==> images/flops_by_reg.png <==
The bar under the picture is 100 µm long. Other sequential cells in the stronger gray, the rest of the logic in the fainter gray.
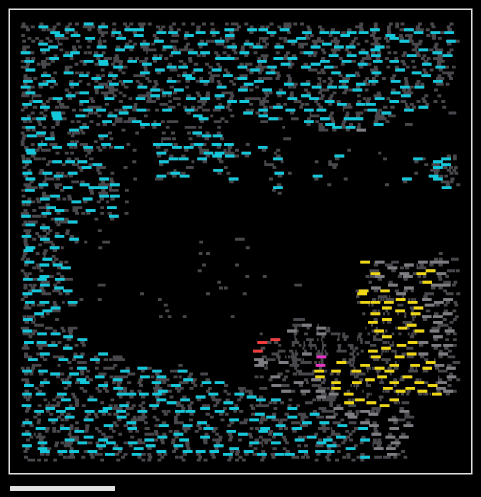
==> images/detail.png <==
Region (313, 95) to (343, 125) µm. Cells in gray, sequential cells in the stronger gray; small squares are vias.
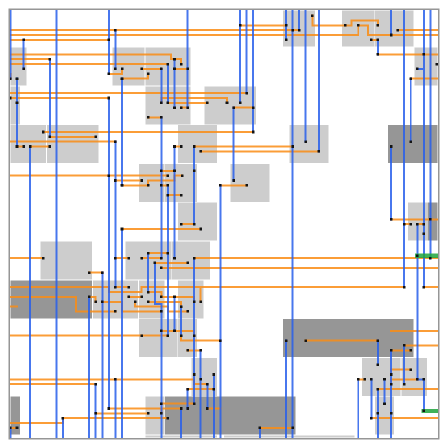
==> images/clocks.png <==
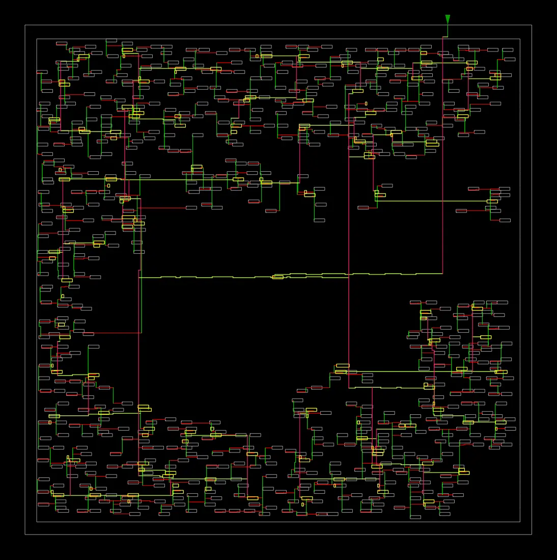
==> images/clk_routes.png <==
The bar under the picture is 100 µm long.
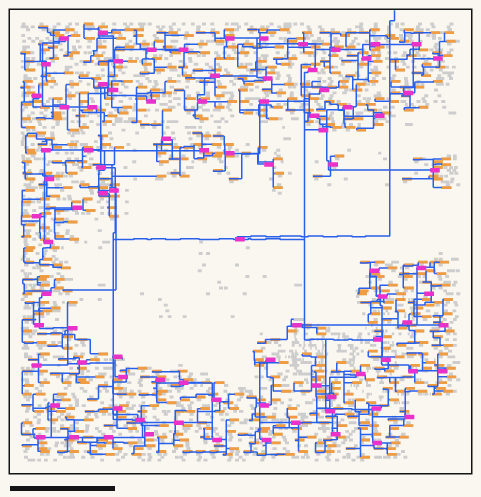
===== config.mk =====
export PLATFORM = sky130hd
export DESIGN_NAME = keccak_byte_packer_flat
export DESIGN_NICKNAME = d
export VERILOG_FILES = /design/src/rtl/keccak_byte_packer_if.sv /design/src/rtl/keccak_byte_packer.sv /design/src/flat_wrapper.sv
export SDC_FILE = /design/constraint.sdc
export NUM_CORES = 1
export LEC_CHECK = 0
export CAP_MARGIN = 10
export CORE_AREA = 10 10 427 429
export DETAILED_ROUTE_END_ITERATION = 8
export DIE_AREA = 0 0 437 439
export PLACE_DENSITY = 0.35
export SKIP_CTS_REPAIR_TIMING = 1
export SYNTH_ARGS = -nofsm -noshare
export SYNTH_HDL_FRONTEND = slang
export SYNTH_SLANG_ARGS = --single-unit

===== constraint.sdc =====
create_clock -name clk -period 2.45 [get_ports clk]
set_input_delay 0.49 -clock clk [delete_from_list [all_inputs] [get_ports clk]]
set_output_delay 0.49 -clock clk [all_outputs]
set_load 0.005 [all_outputs]

===== src/rtl/keccak_byte_packer_if.sv =====
// Byte-stream, core-word and digest signals shared by the packer, its byte
// source and the keccak core.
interface keccak_byte_packer_if #(
  parameter int OUT_W = 512
);
  logic [7:0]       s_byte;
  logic             s_valid;
  logic             s_last;
  logic             s_ready;
  logic             s_empty_msg;
  logic [63:0]      in;
  logic             in_ready;
  logic             is_last;
  logic [2:0]       byte_num;
  logic             buffer_full;
  logic [OUT_W-1:0] out;
  logic             out_ready;
  logic [OUT_W-1:0] digest;
  logic             digest_valid;

  // Byte source and core side.
  modport master (
    output s_byte, s_valid, s_last, s_empty_msg, buffer_full, out, out_ready,
    input  s_ready, in, in_ready, is_last, byte_num, digest, digest_valid
  );

  // Packer side.
  modport slave (
    input  s_byte, s_valid, s_last, s_empty_msg, buffer_full, out, out_ready,
    output s_ready, in, in_ready, is_last, byte_num, digest, digest_valid
  );
endinterface


===== src/rtl/keccak_byte_packer.sv =====
// Packs a valid/ready byte stream big-endian into 64-bit words for the keccak
// core, then captures the digest on the rising edge of out_ready.
module keccak_byte_packer #(
  parameter int OUT_W = 512
) (
  input  logic                clk,
  input  logic                reset,
  keccak_byte_packer_if.slave bus,
  output logic [1:0]          dbg_state_o
);
  typedef enum logic [1:0] {
    ST_FILL        = 2'd0,
    ST_SEND        = 2'd1,
    ST_SEND_LAST   = 2'd2,
    ST_WAIT_DIGEST = 2'd3
  } state_t;

  state_t           state_q, state_d;
  logic [63:0]      acc_q, acc_d;
  logic [2:0]       cnt_q, cnt_d;
  logic [2:0]       last_cnt_q, last_cnt_d;
  logic             pend_last0_q, pend_last0_d;
  logic             s_ready_q, s_ready_d;
  logic [63:0]      in_q, in_d;
  logic             in_ready_q, in_ready_d;
  logic             is_last_q, is_last_d;
  logic [2:0]       byte_num_q, byte_num_d;
  logic             out_ready_prev_q;
  logic [OUT_W-1:0] digest_q, digest_d;
  logic             digest_valid_q, digest_valid_d;
  logic             byte_fire;
  logic             empty_fire;
  logic             out_rise;

  // A byte (with its s_last flag) transfers on a rising edge where s_valid and
  // s_ready are both high; s_ready is high only in FILL and only after reset.
  assign byte_fire  = (state_q == ST_FILL) && s_ready_q && bus.s_valid;
  assign empty_fire = (state_q == ST_FILL) && s_ready_q && !bus.s_valid &&
                      bus.s_empty_msg && (cnt_q == 3'd0);
  assign out_rise   = bus.out_ready && !out_ready_prev_q;

  always_comb begin
    state_d        = state_q;
    acc_d          = acc_q;
    cnt_d          = cnt_q;
    last_cnt_d     = last_cnt_q;
    pend_last0_d   = pend_last0_q;
    in_d           = in_q;
    in_ready_d     = 1'b0;
    is_last_d      = 1'b0;
    byte_num_d     = 3'd0;
    digest_d       = digest_q;
    digest_valid_d = 1'b0;
    unique case (state_q)
      ST_FILL: begin
        if (byte_fire) begin
          // ~cnt equals 7-cnt, so byte k of the word lands in acc[63-8k -: 8].
          acc_d[{~cnt_q, 3'b000} +: 8] = bus.s_byte;
          if (bus.s_last) begin
            cnt_d = 3'd0;
            if (cnt_q == 3'd7) begin
              state_d      = ST_SEND;
              pend_last0_d = 1'b1;
            end else begin
              state_d    = ST_SEND_LAST;
              last_cnt_d = cnt_q + 3'd1;
            end
          end else if (cnt_q == 3'd7) begin
            state_d = ST_SEND;
            cnt_d   = 3'd0;
          end else begin
            cnt_d = cnt_q + 3'd1;
          end
        end else if (empty_fire) begin
          state_d    = ST_SEND_LAST;
          last_cnt_d = 3'd0;
        end
      end
      ST_SEND: begin
        if (!bus.buffer_full) begin
          in_d       = acc_q;
          in_ready_d = 1'b1;
          acc_d      = '0;
          if (pend_last0_q) begin
            state_d      = ST_SEND_LAST;
            last_cnt_d   = 3'd0;
            pend_last0_d = 1'b0;
          end else begin
            state_d = ST_FILL;
          end
        end
      end
      ST_SEND_LAST: begin
        // acc was cleared after the previous word, so unused low bytes are zero.
        if (!bus.buffer_full) begin
          in_d       = acc_q;
          in_ready_d = 1'b1;
          is_last_d  = 1'b1;
          byte_num_d = last_cnt_q;
          acc_d      = '0;
          state_d    = ST_WAIT_DIGEST;
        end
      end
      ST_WAIT_DIGEST: begin
        if (out_rise) begin
          digest_d       = bus.out;
          digest_valid_d = 1'b1;
          acc_d          = '0;
          state_d        = ST_FILL;
        end
      end
    endcase
    s_ready_d = (state_d == ST_FILL);
  end

  always_ff @(posedge clk or negedge reset) begin
    if (!reset) begin
      state_q          <= ST_FILL;
      acc_q            <= '0;
      cnt_q            <= '0;
      last_cnt_q       <= '0;
      pend_last0_q     <= 1'b0;
      s_ready_q        <= 1'b0;
      in_q             <= '0;
      in_ready_q       <= 1'b0;
      is_last_q        <= 1'b0;
      byte_num_q       <= '0;
      out_ready_prev_q <= 1'b0;
      digest_q         <= '0;
      digest_valid_q   <= 1'b0;
    end else begin
      state_q          <= state_d;
      acc_q            <= acc_d;
      cnt_q            <= cnt_d;
      last_cnt_q       <= last_cnt_d;
      pend_last0_q     <= pend_last0_d;
      s_ready_q        <= s_ready_d;
      in_q             <= in_d;
      in_ready_q       <= in_ready_d;
      is_last_q        <= is_last_d;
      byte_num_q       <= byte_num_d;
      out_ready_prev_q <= bus.out_ready;
      digest_q         <= digest_d;
      digest_valid_q   <= digest_valid_d;
    end
  end

  assign bus.s_ready      = s_ready_q;
  assign bus.in           = in_q;
  assign bus.in_ready     = in_ready_q;
  assign bus.is_last      = is_last_q;
  assign bus.byte_num     = byte_num_q;
  assign bus.digest       = digest_q;
  assign bus.digest_valid = digest_valid_q;
  assign dbg_state_o      = state_q;
endmodule


===== src/flat_wrapper.sv =====
// flat-port wrapper written by rule: the top's interface ports become plain ports
module keccak_byte_packer_flat 
#(
  parameter int OUT_W = 512
)
  (clk, reset, dbg_state_o, bus_s_byte, bus_s_valid, bus_s_last, bus_s_empty_msg, bus_buffer_full, bus_out, bus_out_ready, bus_s_ready, bus_in, bus_in_ready, bus_is_last, bus_byte_num, bus_digest, bus_digest_valid);
  keccak_byte_packer_if #(.OUT_W(OUT_W)) bus_i ();
  input  logic clk;
  input  logic reset;
  output logic [1:0] dbg_state_o;
  input wire logic [$bits(bus_i.s_byte)-1:0] bus_s_byte;
  input wire logic [$bits(bus_i.s_valid)-1:0] bus_s_valid;
  input wire logic [$bits(bus_i.s_last)-1:0] bus_s_last;
  input wire logic [$bits(bus_i.s_empty_msg)-1:0] bus_s_empty_msg;
  input wire logic [$bits(bus_i.buffer_full)-1:0] bus_buffer_full;
  input wire logic [$bits(bus_i.out)-1:0] bus_out;
  input wire logic [$bits(bus_i.out_ready)-1:0] bus_out_ready;
  output wire logic [$bits(bus_i.s_ready)-1:0] bus_s_ready;
  output wire logic [$bits(bus_i.in)-1:0] bus_in;
  output wire logic [$bits(bus_i.in_ready)-1:0] bus_in_ready;
  output wire logic [$bits(bus_i.is_last)-1:0] bus_is_last;
  output wire logic [$bits(bus_i.byte_num)-1:0] bus_byte_num;
  output wire logic [$bits(bus_i.digest)-1:0] bus_digest;
  output wire logic [$bits(bus_i.digest_valid)-1:0] bus_digest_valid;
  assign bus_i.s_byte = bus_s_byte;
  assign bus_i.s_valid = bus_s_valid;
  assign bus_i.s_last = bus_s_last;
  assign bus_i.s_empty_msg = bus_s_empty_msg;
  assign bus_i.buffer_full = bus_buffer_full;
  assign bus_i.out = bus_out;
  assign bus_i.out_ready = bus_out_ready;
  assign bus_s_ready = bus_i.s_ready;
  assign bus_in = bus_i.in;
  assign bus_in_ready = bus_i.in_ready;
  assign bus_is_last = bus_i.is_last;
  assign bus_byte_num = bus_i.byte_num;
  assign bus_digest = bus_i.digest;
  assign bus_digest_valid = bus_i.digest_valid;
  keccak_byte_packer #(.OUT_W(OUT_W)) u_core (.clk(clk), .reset(reset), .bus(bus_i), .dbg_state_o(dbg_state_o));
endmodule

==> tab_implementation.tex <==
% Yosys + OpenROAD metrics
\begin{tabular}{lr}
\hline
Metric & Value \\
\hline
\multicolumn{2}{l}{\textbf{Final layout}} \\
\quad Area of all placed cells without fillers & 0.0427 mm² \\
\quad Signed area change from the synthesized netlist to the final layout & 70.7\% \\
\quad Most numerous logic cell after layout & clkdlybuf4s50\_1 \\
\quad Final net count & 3317 \\
\quad Fill count & 18382 \\
\multicolumn{2}{l}{\textbf{Routing}} \\
\quad DRC & 0 \\
\quad DRT iter0 DRCs & 840 \\
\quad Count of vias placed by the detailed router & 18311 \\
\quad Mean routed wirelength per cell & 28.0 µm \\
\multicolumn{2}{l}{\textbf{STA}} \\
\quad Accumulated negative setup slack & 0 ps \\
\quad Setup repair after global routing missed its margin & no \\
\quad Slew HR & 55.6\% \\
\multicolumn{2}{l}{\textbf{Logic synthesis}} \\
\quad Syn Std Cell Area & 0.0250 mm² \\
\quad FFs w/ async S/R, synth & 100\% \\
\quad Chip area line of the yosys report & 0.0250 mm² \\
\multicolumn{2}{l}{\textbf{Critical path}} \\
\quad Max incr delay on CP & 610 ps \\
\quad Crit path arrival time & 1850 ps \\
\quad Worst reg2reg startpoint & u\_core.dbg\_state\_o[0]\$\_DFF\_PN0\_ \\
\quad Cells on worst reg2reg path & 6 \\
\multicolumn{2}{l}{\textbf{Global route}} \\
\quad Antenna violations before repair & 96 \\
\quad Global-route total usage across every layer & 14.6\% \\
\quad Largest net degree at the start of global routing & 65 \\
\multicolumn{2}{l}{\textbf{Status}} \\
\quad Result of the run & finished clean \\
\multicolumn{2}{l}{\textbf{CTS}} \\
\quad Number of buffers created by CTS & 89 \\
\multicolumn{2}{l}{\textbf{Floorplanning}} \\
\quad Number of rows in the core area & 153 \\
\quad Core area & 0.173 mm² \\
\multicolumn{2}{l}{\textbf{Placed design}} \\
\quad Input/output buffers & 1111 \\
\quad Pre-CTS setup slack & -3.09 ps \\
\multicolumn{2}{l}{\textbf{Min path}} \\
\quad Tightest Hold Check Type & in2reg \\
\hline
\end{tabular}
-- flops_by_reg.png (at the start) --
red -> `u_core.last_cnt_q`  # placed flops 3
yellow -> `u_core.acc_q`  # placed flops 64, where lower right
magenta -> `u_core.dbg_state_o`  # placed flops 2
cyan -> `u_core.bus.digest`  # placed flops 512, where widely spread
not colored = 76

-- detail.png (at the start) --
blue -> metal 2
green -> metal 3
orange -> metal 1
netlist names of flops here include = `u_core.acc_q` (3)
sequential cells in the window = 3
most frequent = buf_4 (7), nand2_1 (4), dfrtp_1 (3)
cells with their middle in the window = 33

-- clocks.png (at the start) --
CTS Sinks: 657
# clk buffers: 139

-- clk_routes.png (at the start) --
blue -> clock wires  # length 12400 µm
orange -> flip-flops  # count 657
magenta -> clock drivers  # count 89
routed clock nets = 90
flops lie = widely spread
largest clock skew in the final design: 35.5 ps
insertion delay to the later sink of the worst-skew pair: 690 ps
clock group power: 13.3 mW

[power by group]
group	leakage [nW]	internal, mW	switching [mW]
clock	1.46	7.93	5.40
sequential	8.20	15.7	3.12
combinational	7.89	12.9	8.53
total	17.6	36.6	17.1
[sequential cells by signal, indices dropped and copies added, names as in the netlist]
| name | cells |
|---|---|
| u_core.bus.s_ready | 1 |
| u_core.out_ready_prev_q | 1 |
| u_core.bus.byte_num | 3 |
| u_core.cnt_q | 3 |
| u_core.dbg_state_o | 2 |
| u_core.pend_last0_q | 1 |
| u_core.acc_q | 64 |
| u_core.bus.in_ready | 1 |
| u_core.last_cnt_q | 3 |
| u_core.bus.is_last | 1 |
| u_core.bus.in | 64 |
| u_core.bus.digest | 512 |
| u_core.bus.digest_valid | 1 |
[cells by family after synthesis]
kind of cell               after synthesis  synth area share [%]
DFF                                    657                  65.6
muxes                                  590                  26.5
AOI/OAI and AO/OA                      112                  2.86
and+or+nand+nor                        106                  2.45
buffers and inverters                  103                  2.12
adders and majority gates                9                 0.450
[synth_stat cells (all sizes together) (2+ instances only)]
| master | number |
|---|---|
| nor2 | 4 |
| or4b | 2 |
| o21ai | 40 |
| nand3 | 10 |
| and3 | 26 |
| dfrtp | 657 |
| or2 | 4 |
| a221oi | 2 |
| ha | 9 |
| buf | 72 |
| nor4b | 2 |
| and2 | 4 |
| o211ai | 8 |
| nand2 | 36 |
| a21oi | 28 |
| a22o | 17 |
| nor2b | 3 |
| nor3b | 2 |
| inv | 16 |
| mux2 | 582 |
| mux2i | 8 |
| nand2b | 4 |
| nor3 | 3 |
| clkbuf | 15 |
| a2bb2oi | 7 |
| a31oi | 2 |
[worst register-to-register path: cells and delay by family (launching register included)]
kind	cells	cell delay (ps)
adders and majority gates	1	190
buffers and inverters	1	120
and+or+nand+nor	1	500
DFF	1	410
AOI/OAI and AO/OA	3	890
[routing by layer]
metal	vias to the layer above	share of wire (%)
li1	8061	-
met1	9325	36
met2	627	54
met3	242	7.1
met4	56	2.5
met5	-	0.23
[how the worst max path moves through the flow]
stage / startpoint / to / slack [ps]
after CTS: u_core.dbg_state_o[0]$_DFF_PN0_ / dbg_state_o[0] / -6
final: u_core.dbg_state_o[0]$_DFF_PN0_ / dbg_state_o[0] / 110
after global placement: bus_s_valid / u_core.acc_q[61]$_DFFE_PN0P_ / 60
after detailed placement: bus_s_valid / u_core.acc_q[58]$_DFFE_PN0P_ / -3
after global routing: u_core.dbg_state_o[0]$_DFF_PN0_ / u_core.acc_q[46]$_DFFE_PN0P_ / 10
after floorplan: u_core.cnt_q[0]$_DFFE_PN0P_ / u_core.acc_q[56]$_DFFE_PN0P_ / 390
[cell type report]
class	count	area, µm²	share of cell area [%]
repair buffers	1200	12200	28.6
clock inverters	24	250	0.585
diodes	16	40.0	0.0937
multi-input cells	817	8080	18.9
well taps	2325	2910	6.80
flip-flops and latches	657	16400	38.5
inverters	16	60.1	0.140
clock buffers	139	2720	6.36
Power and IR drop assume default switching activity.
